==> src/rtl/gamepad_pkg.sv <==
// Shared definitions for the DB9 gamepad scanner: button bit positions, pin
// positions inside a pad's 6-bit pin group, FSM encoding and scan phase numbers.
package gamepad_pkg;

  localparam int NUM_BTNS = 12;
  localparam int PIN_W    = 6;
  localparam int PHASE_W  = 3;

  localparam int BTN_UP    = 0;
  localparam int BTN_DOWN  = 1;
  localparam int BTN_LEFT  = 2;
  localparam int BTN_RIGHT = 3;
  localparam int BTN_B     = 4;
  localparam int BTN_C     = 5;
  localparam int BTN_A     = 6;
  localparam int BTN_START = 7;
  localparam int BTN_Z     = 8;
  localparam int BTN_Y     = 9;
  localparam int BTN_X     = 10;
  localparam int BTN_MODE  = 11;

  // Bit positions of the DB9 pins within {Pino9,Pino6,Pino4,Pino3,Pino2,Pino1}
  localparam int PIN1 = 0;
  localparam int PIN2 = 1;
  localparam int PIN3 = 2;
  localparam int PIN4 = 3;
  localparam int PIN6 = 4;
  localparam int PIN9 = 5;

  typedef logic [PHASE_W-1:0] phase_t;

  typedef enum logic [1:0] {
    IDLE,
    SCAN,
    UPDATE
  } scan_state_e;

  localparam phase_t PH_DPAD   = 3'd0;
  localparam phase_t PH_ASTART = 3'd1;
  localparam phase_t PH_ID     = 3'd5;
  localparam phase_t PH_XYZ    = 3'd6;

endpackage

==> src/rtl/gamepad_channel.sv <==
// One pad: pin synchroniser, phase-decoded sampling, debounce and the
// published Saidas/Pressed/Present/SixButton registers.
module gamepad_channel
  import gamepad_pkg::*;
#(
  parameter bit SIX_BTN_EN     = 1'b1,
  parameter int DEBOUNCE_SCANS = 2
) (
  input  logic                clk,
  input  logic                rst_n,
  input  logic [PIN_W-1:0]    pins,
  input  phase_t              phase,
  input  logic                sample,
  input  logic                update,
  output logic [NUM_BTNS-1:0] saidas,
  output logic [NUM_BTNS-1:0] pressed,
  output logic                present,
  output logic                six_button
);

  localparam logic [2:0] DB_MAX = 3'(DEBOUNCE_SCANS);

  logic [PIN_W-1:0]    pin_meta, pin_sync;
  logic [NUM_BTNS-1:0] raw_q, prev_raw, raw_final, saidas_next;
  logic                present_q, six_q;
  logic [2:0]          db_cnt, cnt_next;

  // NOTE: non-blocking assignments make every flop see pre-edge values, so the two sync stages never collapse into one.
  always_ff @(posedge clk or negedge rst_n) begin
    if (!rst_n) begin
      pin_meta <= '0;
      pin_sync <= '0;
    end else begin
      pin_meta <= pins;
      pin_sync <= pin_meta;
    end
  end

  // NOTE: sample registers are reset as well, so a scan cut short by reset leaves nothing stale behind.
  always_ff @(posedge clk or negedge rst_n) begin
    if (!rst_n) begin
      raw_q     <= '0;
      present_q <= 1'b0;
      six_q     <= 1'b0;
    end else if (sample) begin
      case (phase)
        PH_DPAD:   raw_q[5:0] <= ~{pin_sync[PIN9], pin_sync[PIN6], pin_sync[PIN4],
                                   pin_sync[PIN3], pin_sync[PIN2], pin_sync[PIN1]};
        PH_ASTART: begin
          raw_q[7:6] <= ~{pin_sync[PIN9], pin_sync[PIN6]};
          present_q  <= ~pin_sync[PIN3] & ~pin_sync[PIN4];
        end
        PH_ID:     six_q <= (pin_sync[PIN4:PIN1] == 4'b0000);
        PH_XYZ:    raw_q[11:8] <= ~pin_sync[PIN4:PIN1];
        default:   ;
      endcase
    end
  end

  // Absent pads read as all-released; XYZ/Mode only count for a pad that answered the ID phase.
  assign raw_final = present_q ? {(SIX_BTN_EN && six_q) ? raw_q[11:8] : 4'h0, raw_q[7:0]}
                               : '0;

  assign cnt_next    = (raw_final != prev_raw) ? 3'd1 :
                       (db_cnt >= DB_MAX)      ? DB_MAX : db_cnt + 3'd1;
  assign saidas_next = (cnt_next == DB_MAX) ? raw_final : saidas;

  always_ff @(posedge clk or negedge rst_n) begin
    if (!rst_n) begin
      prev_raw   <= '0;
      db_cnt     <= '0;
      saidas     <= '0;
      pressed    <= '0;
      present    <= 1'b0;
      six_button <= 1'b0;
    end else if (update) begin
      prev_raw   <= raw_final;
      db_cnt     <= cnt_next;
      saidas     <= saidas_next;
      pressed    <= saidas_next & ~saidas;
      present    <= present_q;
      six_button <= SIX_BTN_EN && six_q;
    end else begin
      pressed <= '0;
    end
  end

endmodule

==> src/rtl/gamepad_scanner.sv <==
// Multi-pad Sega DB9 reader: once per frame walks Select through the scan
// phases and lets each gamepad_channel sample, debounce and publish its pad.
module gamepad_scanner
  import gamepad_pkg::*;
#(
  parameter int NUM_PADS       = 2,
  parameter bit SIX_BTN_EN     = 1'b1,
  parameter int SETTLE_CYCLES  = 100,
  parameter int DEBOUNCE_SCANS = 2
) (
  input  logic                         Clock50,
  input  logic                         Reset,
  input  logic                         v_sync,
  input  logic [PIN_W*NUM_PADS-1:0]    Pins,
  output logic                         Select,
  output logic [NUM_BTNS*NUM_PADS-1:0] Saidas,
  output logic [NUM_BTNS*NUM_PADS-1:0] Pressed,
  output logic [NUM_PADS-1:0]          Present,
  output logic [NUM_PADS-1:0]          SixButton,
  output logic                         ScanBusy,
  output logic                         ScanDone
);

  localparam int                    SETTLE_W    = $clog2(SETTLE_CYCLES);
  localparam logic [SETTLE_W-1:0]   LAST_SETTLE = SETTLE_W'(SETTLE_CYCLES - 1);
  localparam phase_t                LAST_PHASE  = SIX_BTN_EN ? 3'd7 : 3'd1;

  scan_state_e         state, state_next;
  phase_t              phase, phase_next;
  logic [SETTLE_W-1:0] settle_cnt, settle_next;
  logic                vs_meta, vs_sync, vs_prev, vs_edge;
  logic                sample;

  always_ff @(posedge Clock50 or negedge Reset) begin
    if (!Reset) begin
      vs_meta <= 1'b0;
      vs_sync <= 1'b0;
      vs_prev <= 1'b0;
      vs_edge <= 1'b0;
    end else begin
      vs_meta <= v_sync;
      vs_sync <= vs_meta;
      vs_prev <= vs_sync;
      vs_edge <= vs_sync & ~vs_prev;
    end
  end

  // NOTE: every always_comb output gets a default first, so no path can infer a latch.
  always_comb begin
    state_next  = state;
    phase_next  = phase;
    settle_next = settle_cnt;
    sample      = 1'b0;
    case (state)
      IDLE: begin
        phase_next  = '0;
        settle_next = '0;
        if (vs_edge) state_next = SCAN;
      end
      SCAN: begin
        if (settle_cnt == LAST_SETTLE) begin
          sample      = 1'b1;
          settle_next = '0;
          if (phase == LAST_PHASE) state_next = UPDATE;
          else                     phase_next = phase + 3'd1;
        end else begin
          settle_next = settle_cnt + 1'b1;
        end
      end
      UPDATE:  state_next = IDLE;
      default: state_next = IDLE;
    endcase
  end

  // Select and the status flags are registered from next-state so they are glitch-free.
  always_ff @(posedge Clock50 or negedge Reset) begin
    if (!Reset) begin
      state      <= IDLE;
      phase      <= '0;
      settle_cnt <= '0;
      Select     <= 1'b1;
      ScanBusy   <= 1'b0;
      ScanDone   <= 1'b0;
    end else begin
      state      <= state_next;
      phase      <= phase_next;
      settle_cnt <= settle_next;
      Select     <= (state_next == SCAN) ? ~phase_next[0] : 1'b1;
      ScanBusy   <= (state_next == SCAN);
      ScanDone   <= (state_next == UPDATE);
    end
  end

  for (genvar g = 0; g < NUM_PADS; g++) begin : g_pad
    gamepad_channel #(
      .SIX_BTN_EN    (SIX_BTN_EN),
      .DEBOUNCE_SCANS(DEBOUNCE_SCANS)
    ) u_channel (
      .clk       (Clock50),
      .rst_n     (Reset),
      .pins      (Pins[PIN_W*g +: PIN_W]),
      .phase     (phase),
      .sample    (sample),
      .update    (state == UPDATE),
      .saidas    (Saidas[NUM_BTNS*g +: NUM_BTNS]),
      .pressed   (Pressed[NUM_BTNS*g +: NUM_BTNS]),
      .present   (Present[g]),
      .six_button(SixButton[g])
    );
  end

endmodule

==> config.mk <==
export PLATFORM = sky130hd
export DESIGN_NAME = gamepad_scanner
export DESIGN_NICKNAME = d
export VERILOG_FILES = /design/src/rtl/gamepad_pkg.sv /design/src/rtl/gamepad_channel.sv /design/src/rtl/gamepad_scanner.sv
export SDC_FILE = /design/constraint.sdc
export NUM_CORES = 1
export LEC_CHECK = 0
export CAP_MARGIN = 20
export CORE_UTILIZATION = 35
export DETAILED_ROUTE_END_ITERATION = 10
export PLACE_DENSITY = 0.55
export SYNTH_ARGS = -nofsm -noshare
export SYNTH_HDL_FRONTEND = slang
export SYNTH_SLANG_ARGS = --single-unit
==> constraint.sdc <==
create_clock -name Clock50 -period 3.1 [get_ports Clock50]
set_clock_uncertainty 0.2 [all_clocks]
set_input_delay 0.465 -clock Clock50 [delete_from_list [all_inputs] [get_ports Clock50]]
set_output_delay 0.465 -clock Clock50 [all_outputs]
set_load 0.1 [all_outputs]
run_1/met1.png
Bar = 50 um. Supply wires on this layer in grey.
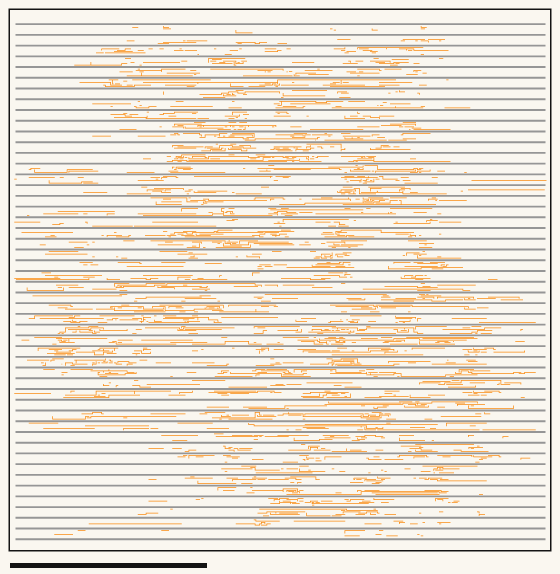
- share of all routed wire: 50%
- longest straight run: 34.0 um
met1 track demand over resource: 21.3%
wirelength, routed: 12,900 um

run_1/met2.png
Bar = 50 um.
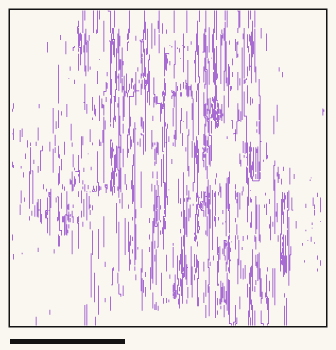
- wire length on this layer: 5,830 um
- longest straight run: 61.9 um
- share of all routed wire: 45%
met2 usage: 22.5%
via count: 4,344

run_1/met3.png
Cells faint in the background.
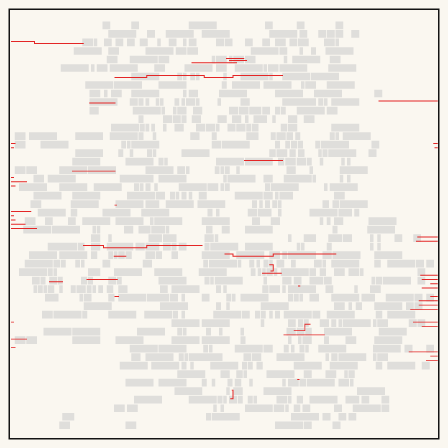
- share of all routed wire: 3.1%
- longest straight run: 20.0 um
met3 capacity usage during global routing: 3.63%

==> impl_metrics.ini, run 1 <==
; implementation run metrics
[routing]
route.detailed.wl_per_inst_um = 14.8
drtAntennaViolNets = 0
drt_drc_violations_left = 0
vias_per_cell = 4.96
drt_pre_antenna_iters = 4
first_iter_violations = 244

[worst_setup_path]
cp_max_fo = 32
cpMaxStageDelayCell = sky130_fd_sc_hd__dfrtp_1
critPathKind = reg -> reg
critical_path_cell_by_cell = nand4b_1 > o2bb2ai_1 > o32ai_1 > or4_4 > nor3_1
cp.required_ns = 3.23
delay_contributed_by_the_slowest_stage_of_the_critical_path_ns = 0.90
setup.worst_path.start_class = flop
timing.critical_path.max_delay_family = simple AND/OR/NAND/NOR gates
worst_case_register_to_register_setup_slack_ns = 0.49
timing.critical_path.buf_inv = 0

[cts]
clk_transition_reported_paths_ns = 0.06
late_pin_clk_latency_ns = 0.42
cts_max_path_buffers = 2
cts_tree = yes
postCtsSetupRepairBufs = 0
clock_tree.htree_level_count = 4
cts_num_sinks = 153
clock_root_buffer = sky130_fd_sc_hd__clkbuf_16
cts_buf_count = 17

[place]
post-place-cells = 842
finalWeightedCongestion = 0.767
dp_hpwl_um = 9020
placedInstanceArea_um2 = 7120

[job]
drv_cap = 0
warning_count = 33

[global_routing]
vias_in_the_first_global_route = 4303
grt_first_pass_wirelength_um = 21800
grt_antenna_before_repair = 0
groute.usage.overall_pct = 15.2
largest_net_degree_at_the_start_of_global_routing = 112
global_route.overflow_total = 0

[floorplanning]
initial_utilization_pct = 36.3
number_of_rows_created_at_floorplan = 48
core_area_um2 = 17500
die_boundary_width_um = 137
dieArea_um2 = 18700

[run_status]
status = completed

[final_timing]
worst-slew-pin-transition_ns = 0.853
finalHoldViolations = 0
final-setup-viol-count = 0
number_of_slew_limit_violations_in_the_final_report = 0
final.setup.tns_ns = 0
rsz0062_at_grt = false
relSlewSlack_pct = 43.2
final.hold.worst_slack_ns = 0.145
maxClockFrequency_ghz = 0.383
period_minus_slack_ns = 2.61
setup_ws_ns = 0.492

[yosys]
post-synth-top-area-cell = sky130_fd_sc_hd__dfrtp_1
postSynthRegisterBits = 153
post_synth_instance_area_um2 = 6370
ys_seq_share_pct = 60.2
synth_stat.cells = 571
share_of_async_settable_or_async_resettable_flops_after_synthesis_pct = 100
netlist_top_cells_area = sky130_fd_sc_hd__dfrtp_1 (60%), sky130_fd_sc_hd__nand2_1 (4.0%), sky130_fd_sc_hd__mux2i_1 (3.9%)
synth_cells = 571
synth.yosys.warnings = 0
yosys.cell_types.count = 54
syn-mean-instance-area_um2 = 11.1
netlist_top_cells_count = sky130_fd_sc_hd__dfrtp_1 (152), sky130_fd_sc_hd__nand2_1 (68), sky130_fd_sc_hd__o21ai_0 (41), sky130_fd_sc_hd__nor2_1 (33), sky130_fd_sc_hd__inv_1 (32)
fp_nets = 596
ys_area_um2 = 6370
post-synth-top-count-cell = sky130_fd_sc_hd__dfrtp_1

[finish]
final_cell_count_no_fill = 875
area.sequential_um2 = 3830
comb_area_um2 = 2260
final_layout_net_count = 662
antenna_cells = 0
fill_cells = 1650
final_layout_size_suffix_gt1_share_pct = 18.0
layout-area-overhead-vs-synth_pct = 21.6
final_core_utilization_pct = 44.1

[pwr]
cellLeakagePower_nw = 3.45
peakVddDrop_v = 0.000396
totalPowerFinal_mw = 4.46
p_per_area_nw_per_um2 = 576

[min_path]
hold_path_class = reg -> reg
## run 1: report_power, final
part / internal (mW) / leakage, nW / switching, mW / total, mW
Combinational: 0.0771 / 1.11 / 0.100 / 0.177
Sequential: 2.07 / 2.05 / 0.0714 / 2.14
Clock: 1.28 / 0.289 / 0.861 / 2.14
Total: 3.43 / 3.45 / 1.03 / 4.46
## run 1: layer usage
layer / vias up / GRT usage [%] / routed length [um]
li1: 2135 / - / -
met1: 2127 / 21.3 / 6470
met2: 70 / 22.5 / 5830
met3: 12 / 3.63 / 402
met4: 0 / 6.53 / 222
met5: - / 0 / 0
## run 1: final timing paths
| path | startpoint | endpoint | cells after the start |
|---|---|---|---|
| worst max-delay path | g_pad[1].u_channel.present_q | g_pad[1].u_channel.pressed[0] | 5 |
| worst min-delay path | g_pad[0].u_channel.pin_meta[0] | g_pad[0].u_channel.pin_sync[0] | 0 |
| worst max register to register | g_pad[1].u_channel.present_q | g_pad[1].u_channel.pressed[0] | 5 |
| worst min register to register | g_pad[0].u_channel.pin_meta[0] | g_pad[0].u_channel.pin_sync[0] | 0 |
| max in group asynchronous | Reset | g_pad[0].u_channel.six_button | 3 |
| min in group asynchronous | Reset | g_pad[0].u_channel.pin_sync[0] | 2 |
## run 1: layout make-up
class                           count  area share (%)
Timing Repair Buffer               78            8.23
Clock inverter                     15            2.44
Inverter                           32            1.55
Sequential cell                   153            49.5
Multi-Input combinational cell    355            29.2
Clock buffer                       17            5.50
Tap cell                          225            3.64
## run 1: registers in the layout (all words and copies together) (netlist names), 6 cells and up
| name | flops |
|---|---|
| g_pad.u_channel.pressed | 24 |
| g_pad.u_channel.prev_raw | 24 |
| g_pad.u_channel.raw_q | 24 |
| g_pad.u_channel.saidas | 24 |
| g_pad.u_channel.pin_meta | 12 |
| g_pad.u_channel.pin_sync | 12 |
| settle_cnt | 7 |
| g_pad.u_channel.db_cnt | 6 |
## run 1: logic make-up after synthesis
group | Yosys count | share of synthesized area [%]
AND/OR/NAND/NOR | 197 | 16.8
multiplexers | 26 | 4.11
XOR/XNOR | 12 | 1.65
flip-flops | 153 | 60.2
adder cells (fa/ha/maj) | 10 | 1.97
AND-OR/OR-AND | 110 | 10.8
buffers and inverters | 63 | 4.54
## run 1: timing repair
| item | 4_1_cts | 5_1_grt |
|---|---|---|
| endpoints found under the hold margin | 42 | 0 |
| hold buffers | 1 | 0 |
| resized | 0 | 0 |
## run 1: layout by cell type, fill, tap and decap left out, drive strengths merged, types with 4 or more instances in the layout
cell type      synthesis  routed
o21ai                 41      41
and4                   4       4
clkbuf                15      17
nand4b                10      10
nor2                  33      33
a21oi                 24      24
dfrtp                152     152
nand2                 68      68
ha                    10      10
clkinvlp               0       4
nand3                 16      16
inv                   32      38
a22o                   6       6
xor2                   8       8
buf                   16      64
o31ai                  5       5
mux2i                 25      25
xnor2                  4       4
o22ai                  8       8
o21a                   5       5
and3                   4       4
nor4                  16      16
nor3                  22      22
nand2b                 6       6
clkdlybuf4s50          0      13
run_1/final_congestion.png
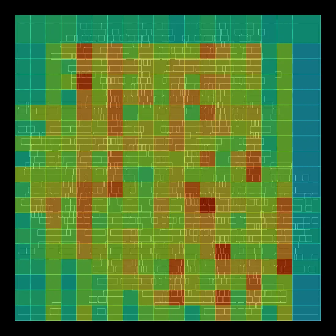

==> run 2, diff against run 1 <==
--- a/config.mk
+++ b/config.mk
@@ -8,7 +8,7 @@
 export CAP_MARGIN = 20
 export CORE_UTILIZATION = 35
 export DETAILED_ROUTE_END_ITERATION = 10
-export PLACE_DENSITY = 0.55
+export PLACE_DENSITY = 0.57
 export SYNTH_ARGS = -nofsm -noshare
 export SYNTH_HDL_FRONTEND = slang
 export SYNTH_SLANG_ARGS = --single-unit
==> constraint.sdc (replaced) <==
create_clock -name Clock50 -period 2.1 [get_ports Clock50]
set_clock_uncertainty 0.2 [all_clocks]
set_input_delay 0.315 -clock Clock50 [delete_from_list [all_inputs] [get_ports Clock50]]
set_output_delay 0.315 -clock Clock50 [all_outputs]
set_load 0.1 [all_outputs]
run_2/final_congestion.png
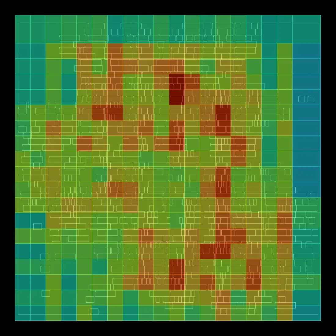
met3 capacity usage during global routing: 4.89%
met1 track demand over resource: 22.9%
met2 usage: 23.3%
drt wl/cell: 15.2 um
peak-usage layer in the global routing report: met2

==> impl_metrics.ini, run 2 <==
; implementation run metrics
[finish]
final_layout_size_suffix_gt1_share_pct = 30.6
fill_cells = 1565
comb_area_um2 = 2680

[worst_setup_path]
cpMaxStageDelayCell = sky130_fd_sc_hd__dfrtp_1
regToRegStartpoint = g_pad[0].u_channel.db_cnt[0]
cp.required_ns = 2.24
worst_case_register_to_register_setup_slack_ns = -0.20
critical_path_cell_by_cell = inv_2 > ha_4 > or3b_4 > a21oi_2 > o2111ai_2 > nor4_2 > buf_4 > buf_6 > mux2i_1
cp_max_fo = 3
r2r.worst_path.cells = 9

[global_routing]
grt_first_pass_wirelength_um = 23300
largest_net_degree_at_the_start_of_global_routing = 59
groute.usage.overall_pct = 16.1
vias_in_the_first_global_route = 4588
global_route.overflow_total = 0
grt_antenna_before_repair = 0

[routing]
drt_pre_antenna_iters = 4
drtAntennaViolNets = 0
drt_drc_violations_left = 0
first_iter_violations = 244
vias_per_cell = 4.98

[final_timing]
setup_ws_ns = -0.199
number_of_slew_limit_violations_in_the_final_report = 0
final-setup-viol-count = 37
relSlewSlack_pct = 65.1
worst-slew-pin-transition_ns = 0.523
maxClockFrequency_ghz = 0.435

[floorplanning]
initial_utilization_pct = 36.3
core_area_um2 = 17500
dieArea_um2 = 18700

[yosys]
syn-mean-instance-area_um2 = 11.1
ys_seq_share_pct = 60.2
fp_nets = 596

[min_path]
hold_path_startpoint = Pins[8]
hold_depth = 1
hold_path_class = in -> reg

[run_status]
status = finished, violations left
violations_in_the_final_reports = negative setup slack

[cts]
late_pin_clk_latency_ns = 0.42
cts_num_sinks = 153
clk_transition_reported_paths_ns = 0.07

[place]
dp_hpwl_um = 9660
placedInstanceArea_um2 = 7600

[pwr]
peakVddDrop_v = 0.000568

[job]
drv_cap = 0
run_2/met2.png
Bar = 50 um.
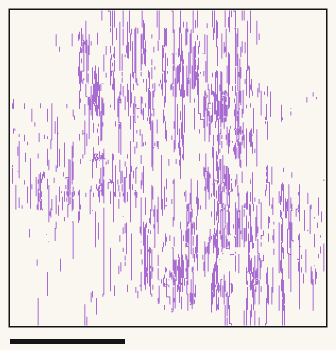
- share of all routed wire: 46%
- nets with wire on the layer: 603
- wire length on this layer: 6,570 um
- main direction: vertical
via count: 4,651
wirelength, routed: 14,200 um

run 2: cell counts after synthesis:
No cell type changed its count.
run 2: timing repair:
| action | in CTS | in global routing |
|---|---|---|
| setup buffers | 2 | 6 |
| hold buffers | 1 | 0 |
| pin swaps | 12 | 17 |
| cloned | 2 | 0 |
| hold endpoints to repair | 136 | 0 |
| setup endpoints to repair | 38 | 76 |
| resized | 19 | 59 |
run 2: critical path: cells and delay by family, from the launching register on:
kind	cells	cell delay [ns]
AND/OR/NAND/NOR	2	0.55
flip-flops	1	0.41
buffers and inverters	3	0.38
AND-OR/OR-AND	2	0.26
multiplexers	1	0.21
adder cells (fa/ha/maj)	1	0.20
run 2: layout make-up:
class                   count  area share (%)
repair buffers            136            14.1
clock buffers              18            5.03
inverters                  32            1.38
well taps                 225            3.22
multi-input cells         356            30.6
flip-flops and latches    153            43.9
clock inverters            14            1.73
run 2: report_power, final:
part	internal, mW	switching, mW	total [mW]	leakage [nW]
combinational	0.156	0.163	0.319	1.51
sequential	3.05	0.109	3.16	2.05
clock	1.72	1.33	3.05	0.293
run 2: metal layers:
metal | part of all wire [%] | vias to the layer above | GRT usage [%]
met1 | 48 | 2287 | 22.9
met4 | 1.1 | 0 | 5.13
met2 | 46 | 89 | 23.3
li1 | - | 2256 | -
met3 | 4.3 | 19 | 4.89
met5 | 0 | - | 0
run 2: per-stage QoR:
step	hold WS [ns]	util, %
floorplan	-0.181	-
global placement	0.0631	43.4
detailed placement	0.0716	43.4
CTS	0.102	47.5
global route	0.0986	49.8
finish	0.122	49.8
run 2: how the worst max path moves through the flow:
stage,start,to,slack (ns),depth (start not counted)
floorplan,g_pad[0].u_channel.db_cnt[1],g_pad[0].u_channel.saidas[11],-0.29,7
global placement,g_pad[0].u_channel.db_cnt[0],g_pad[0].u_channel.saidas[10],-0.26,8
detailed placement,g_pad[0].u_channel.db_cnt[0],g_pad[0].u_channel.saidas[2],-0.35,8
CTS,g_pad[0].u_channel.db_cnt[0],g_pad[0].u_channel.saidas[5],-0.16,9
global route,g_pad[0].u_channel.db_cnt[0],g_pad[0].u_channel.saidas[5],-0.30,9
finish,g_pad[0].u_channel.db_cnt[0],g_pad[0].u_channel.saidas[5],-0.20,9
run 2: cells by family after synthesis:
| logic type | Yosys count | share of synthesized area (%) |
|---|---|---|
| and+or+nand+nor | 197 | 16.8 |
| DFF | 153 | 60.2 |
| AOI/OAI and AO/OA | 110 | 10.8 |
| buffers and inverters | 63 | 4.54 |
| muxes | 26 | 4.11 |
| xor gates and xnor gates | 12 | 1.65 |
| adders and majority gates | 10 | 1.97 |
Power figures rest on the tool's default switching activity, not on a simulated workload.
